### Metal 3, run 1

The bar under the picture is 20 um long.
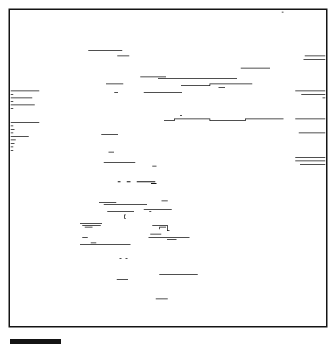
### Gate-type map, run 1

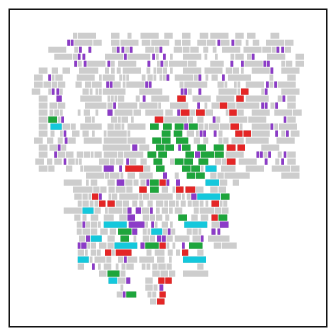
### Register map, names as in the netlist, run 1

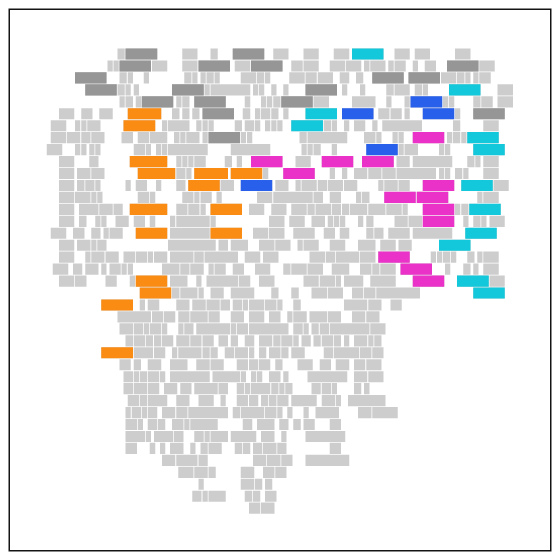
<file path="src/rtl/posit_decoder_pipe.sv">
// posit_decoder_pipe
// Three-stage pipelined posit decoder for any width N (8..32) and exponent
// size ES (0..3). One word per cycle; backpressure stalls the whole pipe.
//
// Ports
//   clk, rst      rising-edge clock, synchronous active-high reset
//   in_valid      producer offers in_posit this cycle
//   in_ready      decoder takes the word at this edge (= ~out_valid | out_ready)
//   in_posit      N-bit posit word
//   out_valid     decoded result present
//   out_ready     consumer takes the result at this edge
//   out_sign      sign bit of the word
//   out_regime    signed regime k
//   out_exp       exponent field (EW bits; tied to 0 when ES = 0)
//   out_frac      fraction, left-aligned, hidden bit excluded
//   out_scale     signed scale k*2^ES + exp
//   out_zero      word was all zeros
//   out_nar       word was NaR (1 followed by zeros)
//
// Handshake: a transfer happens on a rising edge where valid & ready are both
// high. The producer holds its word until it is taken; out_* hold steady while
// out_valid=1 and out_ready=0. A word taken at edge t is handed off at edge t+3
// when the consumer does not stall.
module posit_decoder_pipe #(
  parameter int N  = 16,
  parameter int ES = 1,
  localparam int RW = $clog2(N) + 1,
  localparam int FW = N - ES - 3,
  localparam int SW = RW + ES,
  // A port cannot be zero bits wide, so ES = 0 keeps a single constant-0 bit.
  localparam int EW = (ES > 0) ? ES : 1
) (
  input  logic                 clk,
  input  logic                 rst,
  input  logic                 in_valid,
  output logic                 in_ready,
  input  logic [N-1:0]         in_posit,
  output logic                 out_valid,
  input  logic                 out_ready,
  output logic                 out_sign,
  output logic signed [RW-1:0] out_regime,
  output logic [EW-1:0]        out_exp,
  output logic [FW-1:0]        out_frac,
  output logic signed [SW-1:0] out_scale,
  output logic                 out_zero,
  output logic                 out_nar
);

  localparam logic [N-2:0]  BODY_ONE = {{(N-2){1'b0}}, 1'b1};
  localparam logic [RW-1:0] RW_ONE   = {{(RW-1){1'b0}}, 1'b1};
  localparam logic [N-1:0]  NAR_WORD = {1'b1, {(N-1){1'b0}}};

  // Every stage register moves together; a stalled output freezes all of them.
  logic adv;
  assign adv      = ~v3_q | out_ready;
  assign in_ready = adv;

  // Stage 1: sign, magnitude body, special-word flags
  logic         v1_q, v1_d, sign1_q, sign1_d, zero1_q, zero1_d, nar1_q, nar1_d;
  logic [N-2:0] body1_q, body1_d;

  always_comb begin
    v1_d    = v1_q;
    sign1_d = sign1_q;
    zero1_d = zero1_q;
    nar1_d  = nar1_q;
    body1_d = body1_q;
    if (adv) begin
      v1_d = in_valid;
      if (in_valid) begin
        sign1_d = in_posit[N-1];
        body1_d = in_posit[N-1] ? (~in_posit[N-2:0] + BODY_ONE) : in_posit[N-2:0];
        zero1_d = (in_posit == '0);
        nar1_d  = (in_posit == NAR_WORD);
      end
    end
  end

  // Stage 2: regime run length and the bits that follow its terminator
  logic                 run_bit, in_run;
  logic [RW-1:0]        run_len;
  logic signed [RW-1:0] k_raw;
  logic [N-4:0]         rest_raw;
  logic                 v2_q, v2_d, sign2_q, sign2_d, zero2_q, zero2_d, nar2_q, nar2_d;
  logic signed [RW-1:0] k2_q, k2_d;
  logic [N-4:0]         rest2_q, rest2_d;

  always_comb begin
    run_bit = body1_q[N-2];
    in_run  = 1'b1;
    run_len = '0;
    for (int i = N - 2; i >= 0; i--) begin
      if (in_run && (body1_q[i] == run_bit)) run_len = run_len + RW_ONE;
      else                                   in_run  = 1'b0;
    end
    k_raw = run_bit ? $signed(run_len - RW_ONE) : -$signed(run_len);
    // Shifting by run_len+1 left-aligns the post-terminator bits in N-1 bits;
    // their top N-3 bits are exactly the low N-3 bits of a shift by run_len-1.
    // Bits shifted in from below are zeros, which models truncated fields.
    rest_raw = (N-3)'(body1_q << (run_len - RW_ONE));
  end

  always_comb begin
    v2_d    = v2_q;
    sign2_d = sign2_q;
    zero2_d = zero2_q;
    nar2_d  = nar2_q;
    k2_d    = k2_q;
    rest2_d = rest2_q;
    if (adv) begin
      v2_d    = v1_q;
      sign2_d = sign1_q;
      zero2_d = zero1_q;
      nar2_d  = nar1_q;
      // Zero would otherwise decode as k = -(N-1); specials carry no fields.
      k2_d    = (zero1_q | nar1_q) ? '0 : k_raw;
      rest2_d = (zero1_q | nar1_q) ? '0 : rest_raw;
    end
  end

  // Stage 3: exponent, fraction, scale (output register)
  logic [EW-1:0]        exp_raw;
  logic [FW-1:0]        frac_raw;
  logic signed [SW-1:0] scale_raw;
  logic                 v3_q, v3_d, sign3_q, sign3_d, zero3_q, zero3_d, nar3_q, nar3_d;
  logic signed [RW-1:0] k3_q, k3_d;
  logic [EW-1:0]        exp3_q, exp3_d;
  logic [FW-1:0]        frac3_q, frac3_d;
  logic signed [SW-1:0] scale3_q, scale3_d;

  always_comb begin
    if (ES > 0) exp_raw = rest2_q[N-4 -: EW];
    else        exp_raw = '0;
    frac_raw  = rest2_q[N-4-ES -: FW];
    scale_raw = (SW'(k2_q) <<< ES) + $signed(SW'(exp_raw));
  end

  always_comb begin
    v3_d     = v3_q;
    sign3_d  = sign3_q;
    zero3_d  = zero3_q;
    nar3_d   = nar3_q;
    k3_d     = k3_q;
    exp3_d   = exp3_q;
    frac3_d  = frac3_q;
    scale3_d = scale3_q;
    if (adv) begin
      v3_d     = v2_q;
      sign3_d  = sign2_q;
      zero3_d  = zero2_q;
      nar3_d   = nar2_q;
      k3_d     = k2_q;
      exp3_d   = exp_raw;
      frac3_d  = frac_raw;
      scale3_d = scale_raw;
    end
  end

  always_ff @(posedge clk) begin
    if (rst) begin
      v1_q <= 1'b0; sign1_q <= 1'b0; zero1_q <= 1'b0; nar1_q <= 1'b0; body1_q <= '0;
      v2_q <= 1'b0; sign2_q <= 1'b0; zero2_q <= 1'b0; nar2_q <= 1'b0;
      k2_q <= '0;   rest2_q <= '0;
      v3_q <= 1'b0; sign3_q <= 1'b0; zero3_q <= 1'b0; nar3_q <= 1'b0;
      k3_q <= '0;   exp3_q  <= '0;   frac3_q <= '0;   scale3_q <= '0;
    end else begin
      v1_q <= v1_d; sign1_q <= sign1_d; zero1_q <= zero1_d; nar1_q <= nar1_d; body1_q <= body1_d;
      v2_q <= v2_d; sign2_q <= sign2_d; zero2_q <= zero2_d; nar2_q <= nar2_d;
      k2_q <= k2_d; rest2_q <= rest2_d;
      v3_q <= v3_d; sign3_q <= sign3_d; zero3_q <= zero3_d; nar3_q <= nar3_d;
      k3_q <= k3_d; exp3_q  <= exp3_d;  frac3_q <= frac3_d; scale3_q <= scale3_d;
    end
  end

  assign out_valid  = v3_q;
  assign out_sign   = sign3_q;
  assign out_regime = k3_q;
  assign out_exp    = exp3_q;
  assign out_frac   = frac3_q;
  assign out_scale  = scale3_q;
  assign out_zero   = zero3_q;
  assign out_nar    = nar3_q;

endmodule

</file>
<file path="config.mk">
export PLATFORM = sky130hd
export DESIGN_NAME = posit_decoder_pipe
export DESIGN_NICKNAME = d
export VERILOG_FILES = /design/src/rtl/posit_decoder_pipe.sv
export SDC_FILE = /design/constraint.sdc
export NUM_CORES = 1
export LEC_CHECK = 0
export ABC_CLOCK_PERIOD_IN_PS = 7900
export CORE_MARGIN = 8
export CORE_UTILIZATION = 40
export CTS_CLUSTER_SIZE = 25
export DETAILED_ROUTE_END_ITERATION = 7
export GPL_ROUTABILITY_DRIVEN = 0
export GPL_TIMING_DRIVEN = 0
export PLACE_DENSITY_LB_ADDON = 0.3
export SYNTH_ARGS = -nofsm -noshare
export SYNTH_HDL_FRONTEND = slang
export SYNTH_SLANG_ARGS = --single-unit
</file>
<file path="constraint.sdc">
create_clock -name clk -period 7.9 [get_ports clk]
set_input_delay 1.58 -clock clk [delete_from_list [all_inputs] [get_ports clk]]
set_output_delay 1.58 -clock clk [all_outputs]
set_load 0.1 [all_outputs]
</file>
==> results.yml, run 1 <==
# synthesis and place-and-route metrics
outcome:
  status: "finished clean"
critical_path:
  reg2reg_to: "rest2_q[7]"
  r2r_slack_ns: 0.23
die:
  die_w_um: 123
  core_um2: 11300
yosys:
  ys_seq_share_pct: 27.6
  async_reset_ff_share_pct: 0
  synth_area_per_cell_um2: 7.94
  numSynthFlops: 63
  netlist.top_cell.by_area: "dfxtp_1"
finish:
  flops: 63
  utilization_pct: 53.8
  logic_gate_count: 454
routing:
  post-route-drc-count: 0
  drt_iter0_markers: 267
cts:
  postCtsSetupBuffers: 7
  postCtsHoldBufs: 0
power:
  pwr-share-seq_pct: 24.3
  switching_power_mw: 0.640
grt:
  grt_pass1_vias: 4062
  top_usage_layer: "met2"
  grtUsageMet2_pct: 26.3
min_path:
  whs_path_depth: 2
placed_design:
  pre_cts_ws_ns: -1.01
timing:
  hold_ws_ns: 0.451
-- 'Metal 3' (at the start) --
The layer holds 4.0% of the routed length. The wires run mostly horizontal. The layer carries 493 um of wire. 55 nets have wire on it.

-- 'Gate-type map' (at the start) --
mux cells: marked green, cells 40, where middle. nand cells: marked purple, cells 113. fa/ha/maj cells: marked cyan, cells 13. non-inverting ao/oa cells: marked red, cells 32.

-- 'Register map, names as in the netlist' (at the start) --
`k2_q`: marked blue, sequential cells 5. `out_frac`: marked cyan, sequential cells 12. `rest2_q`: marked magenta, sequential cells 13. `body1_q`: marked orange, sequential cells 15.
Another 18 sequential cells are not colored.

==> inputs of run 2 (changes only) <==
--- a/config.mk
+++ b/config.mk
@@ -16,3 +16,4 @@
 export SYNTH_ARGS = -nofsm -noshare
 export SYNTH_HDL_FRONTEND = slang
 export SYNTH_SLANG_ARGS = --single-unit
+export TNS_END_PERCENT = 5
### The metal 2 layer, run 2

Cells faint in the background.
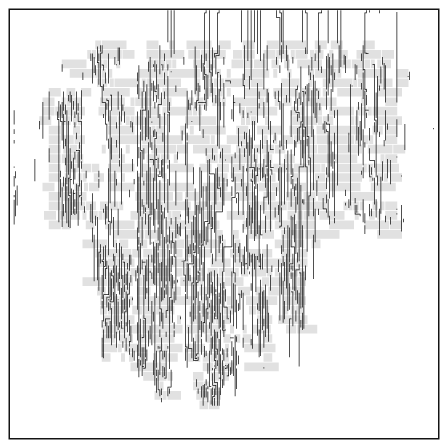
The layer carries 5780 um of wire. The layer holds 48% of the routed length. The longest straight run is 36.4 um.
final WL: 12100 um
total vias in the final route: 4409

==> run 2 against run 1 <==
  * Highest routed layer unchanged
  * Via count decreased by 0.92%
  * Sequential share of layout area increased by 0.14 points
  * Synthesized cell count unchanged
  * Non-clock buffer count decreased by 5
  * Worst hold slack about the same
  * Clock skew about the same
  * Largest cell class unchanged
  * Cell area decreased by 1.1%
  * Global-route usage unchanged
  * Critical path type unchanged
  * Total power decreased by 0.57%
  * First-iteration DRC count decreased by 9.0%
  * Die area unchanged
  * Routed wire length decreased by 2.2%
==> results.yml, run 2 <==
# synthesis and place-and-route metrics
yosys:
  top_cells_by_area: "dfxtp_1 (28%), nand2_1 (7.4%), mux2i_1 (7.0%)"
  top_cells_by_count: "nand2_1 (90), dfxtp_1 (63), nor2_1 (48), a21oi_1 (42), mux2i_1 (32)"
  netlist.top_cell.by_area: "dfxtp_1"
  synth_area_per_cell_um2: 7.94
  numSynthFlops: 63
  syn_inst: 576
finish:
  final_nets: 690
  utilization_pct: 53.2
  logic_gate_count: 454
  largest-register: "body1_q"
  flops: 63
routing:
  drt_iter0_markers: 243
  post-route-drc-count: 0
  met2_length_um: 5780
outcome:
  status: "finished clean"
power:
  pwr-share-seq_pct: 24.5
  seq_cell_power_mw: 0.394
  comb-power_mw: 0.820
  switching_power_mw: 0.636
grt:
  grtUsageMet2_pct: 26.3
  grt_pass1_vias: 4062
  top_usage_layer: "met2"
critical_path:
  reg2reg_to: "rest2_q[7]"
  r2r_slack_ns: 0.27
min_path:
  whs_path_depth: 2
cts:
  postCtsSetupBuffers: 7
  cts_buffers: 9
die:
  core.rowCount: 39
  die_w_um: 123
  fp.dieH_um: 123
  core_um2: 11300
timing:
  hold_ws_ns: 0.451
  finalSetupViolations: 0
placed_design:
  pre_cts_ws_ns: -1.01
### Register map, names as in the netlist, run 2

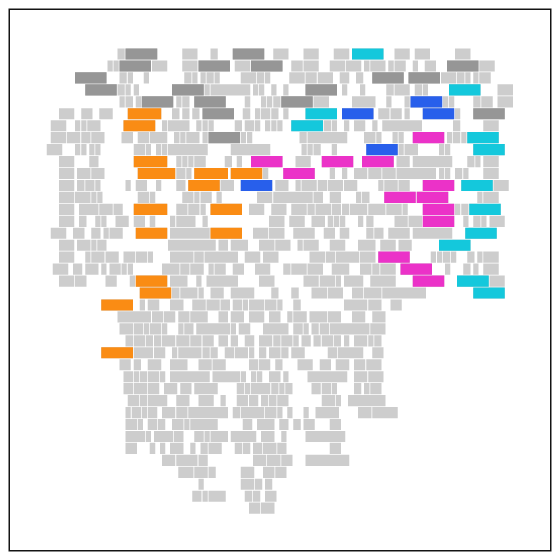
`k2_q`: marked blue, sequential cells 5. `rest2_q`: marked magenta, sequential cells 13. `body1_q`: marked orange, sequential cells 15. `out_frac`: marked cyan, sequential cells 12.
Another 18 sequential cells are not colored.

==> inputs of run 3 (changes only) <==
--- a/config.mk
+++ b/config.mk
@@ -6,6 +6,7 @@
 export NUM_CORES = 1
 export LEC_CHECK = 0
 export ABC_CLOCK_PERIOD_IN_PS = 7900
+export CORE_ASPECT_RATIO = 1.2
 export CORE_MARGIN = 8
 export CORE_UTILIZATION = 40
 export CTS_CLUSTER_SIZE = 25
### Metal 3, run 3

The bar under the picture is 20 um long.
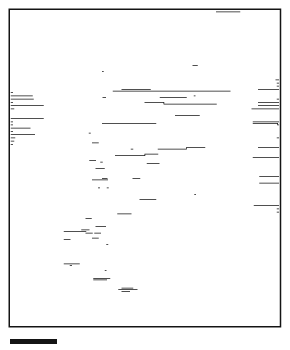
60 nets have wire on it. The longest straight run is 49.2 um. The layer carries 475 um of wire. The wires run mostly horizontal. The layer holds 4.0% of the routed length.

==> run 3 against run 2 <==
  * Register-to-register slack gained 0.07 ns
  * Combinational power shrank 5.9%
  * Critical path type unchanged
  * Synthesized area is the same
  * Cell area shrank 3.1%
  * Flip-flop count is the same
  * Synthesized cell count is the same
  * Clock-buffer cell count shrank 1
  * Die area is essentially flat
  * Highest routed layer unchanged
  * Core utilization shrank 0.80 points
  * Non-clock buffer count shrank 13
  * First-iteration DRC count shrank 24%
==> results.yml, run 3 <==
# synthesis and place-and-route metrics
min_path:
  hold_class: "flip-flop to flip-flop"
  whs_path_depth: 2
yosys:
  yosys.area_share.aoi_pct: 21.9
  netlist.top_cell.by_area: "dfxtp_1"
  ys_seq_share_pct: 27.6
  synth_area_per_cell_um2: 7.94
  top_cells_by_count: "nand2_1 (90), dfxtp_1 (63), nor2_1 (48), a21oi_1 (42), mux2i_1 (32)"
  numSynthFlops: 63
  top_cells_by_area: "dfxtp_1 (28%), nand2_1 (7.4%), mux2i_1 (7.0%)"
  async_reset_ff_share_pct: 0
  syn_inst: 576
power:
  switching_power_mw: 0.621
  pwr-share-seq_pct: 25.4
  comb-power_mw: 0.772
  seq_cell_power_mw: 0.392
critical_path:
  worst_ep_required_time_ns: 8.11
  r2r_slack_ns: 0.34
  reg2reg_to: "rest2_q[7]"
  criticalPathCategory: "flip-flop to flip-flop"
  max_stage_delay_ns: 0.32
timing:
  finalSetupViolations: 0
  maxSlewHeadroom_pct: 34.4
  worst_slew_pin_slew_ns: 0.981
  setup_slack_ns: 0.339
  hold_ws_ns: 0.447
grt:
  use_met3_pct: 3.03
  grt_pass1_vias: 4275
  antenna_found_initial: 0
  grtUsageMet2_pct: 27.6
cts:
  htreeDepth: 3
  cts_buffers: 9
  postCtsSetupBuffers: 9
  clock_latency_ns: 0.32
finish:
  largest-register: "body1_q"
  flops: 63
  utilization_pct: 52.4
  logic_gate_count: 454
  layout_top_cell: "nand2_1"
  final_nets: 677
routing:
  drt_iter0_markers: 184
  met2_length_um: 5970
  post-route-drc-count: 0
  vias: 4396
die:
  die_w_um: 114
  core.rowCount: 42
  core_um2: 11100
  fp.dieH_um: 133
placed_design:
  pre_cts_ws_ns: -1.02
  portBuffers: 47
outcome:
  status: "finished clean"
### The metal 2 layer, run 3

Cells faint in the background.
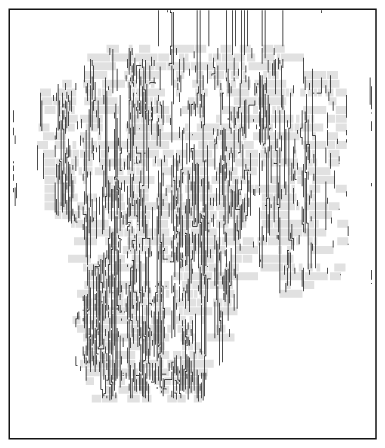
The longest straight run is 41.1 um. The layer holds 50% of the routed length.

Power figures rest on the tool's default switching activity, not on a simulated workload.
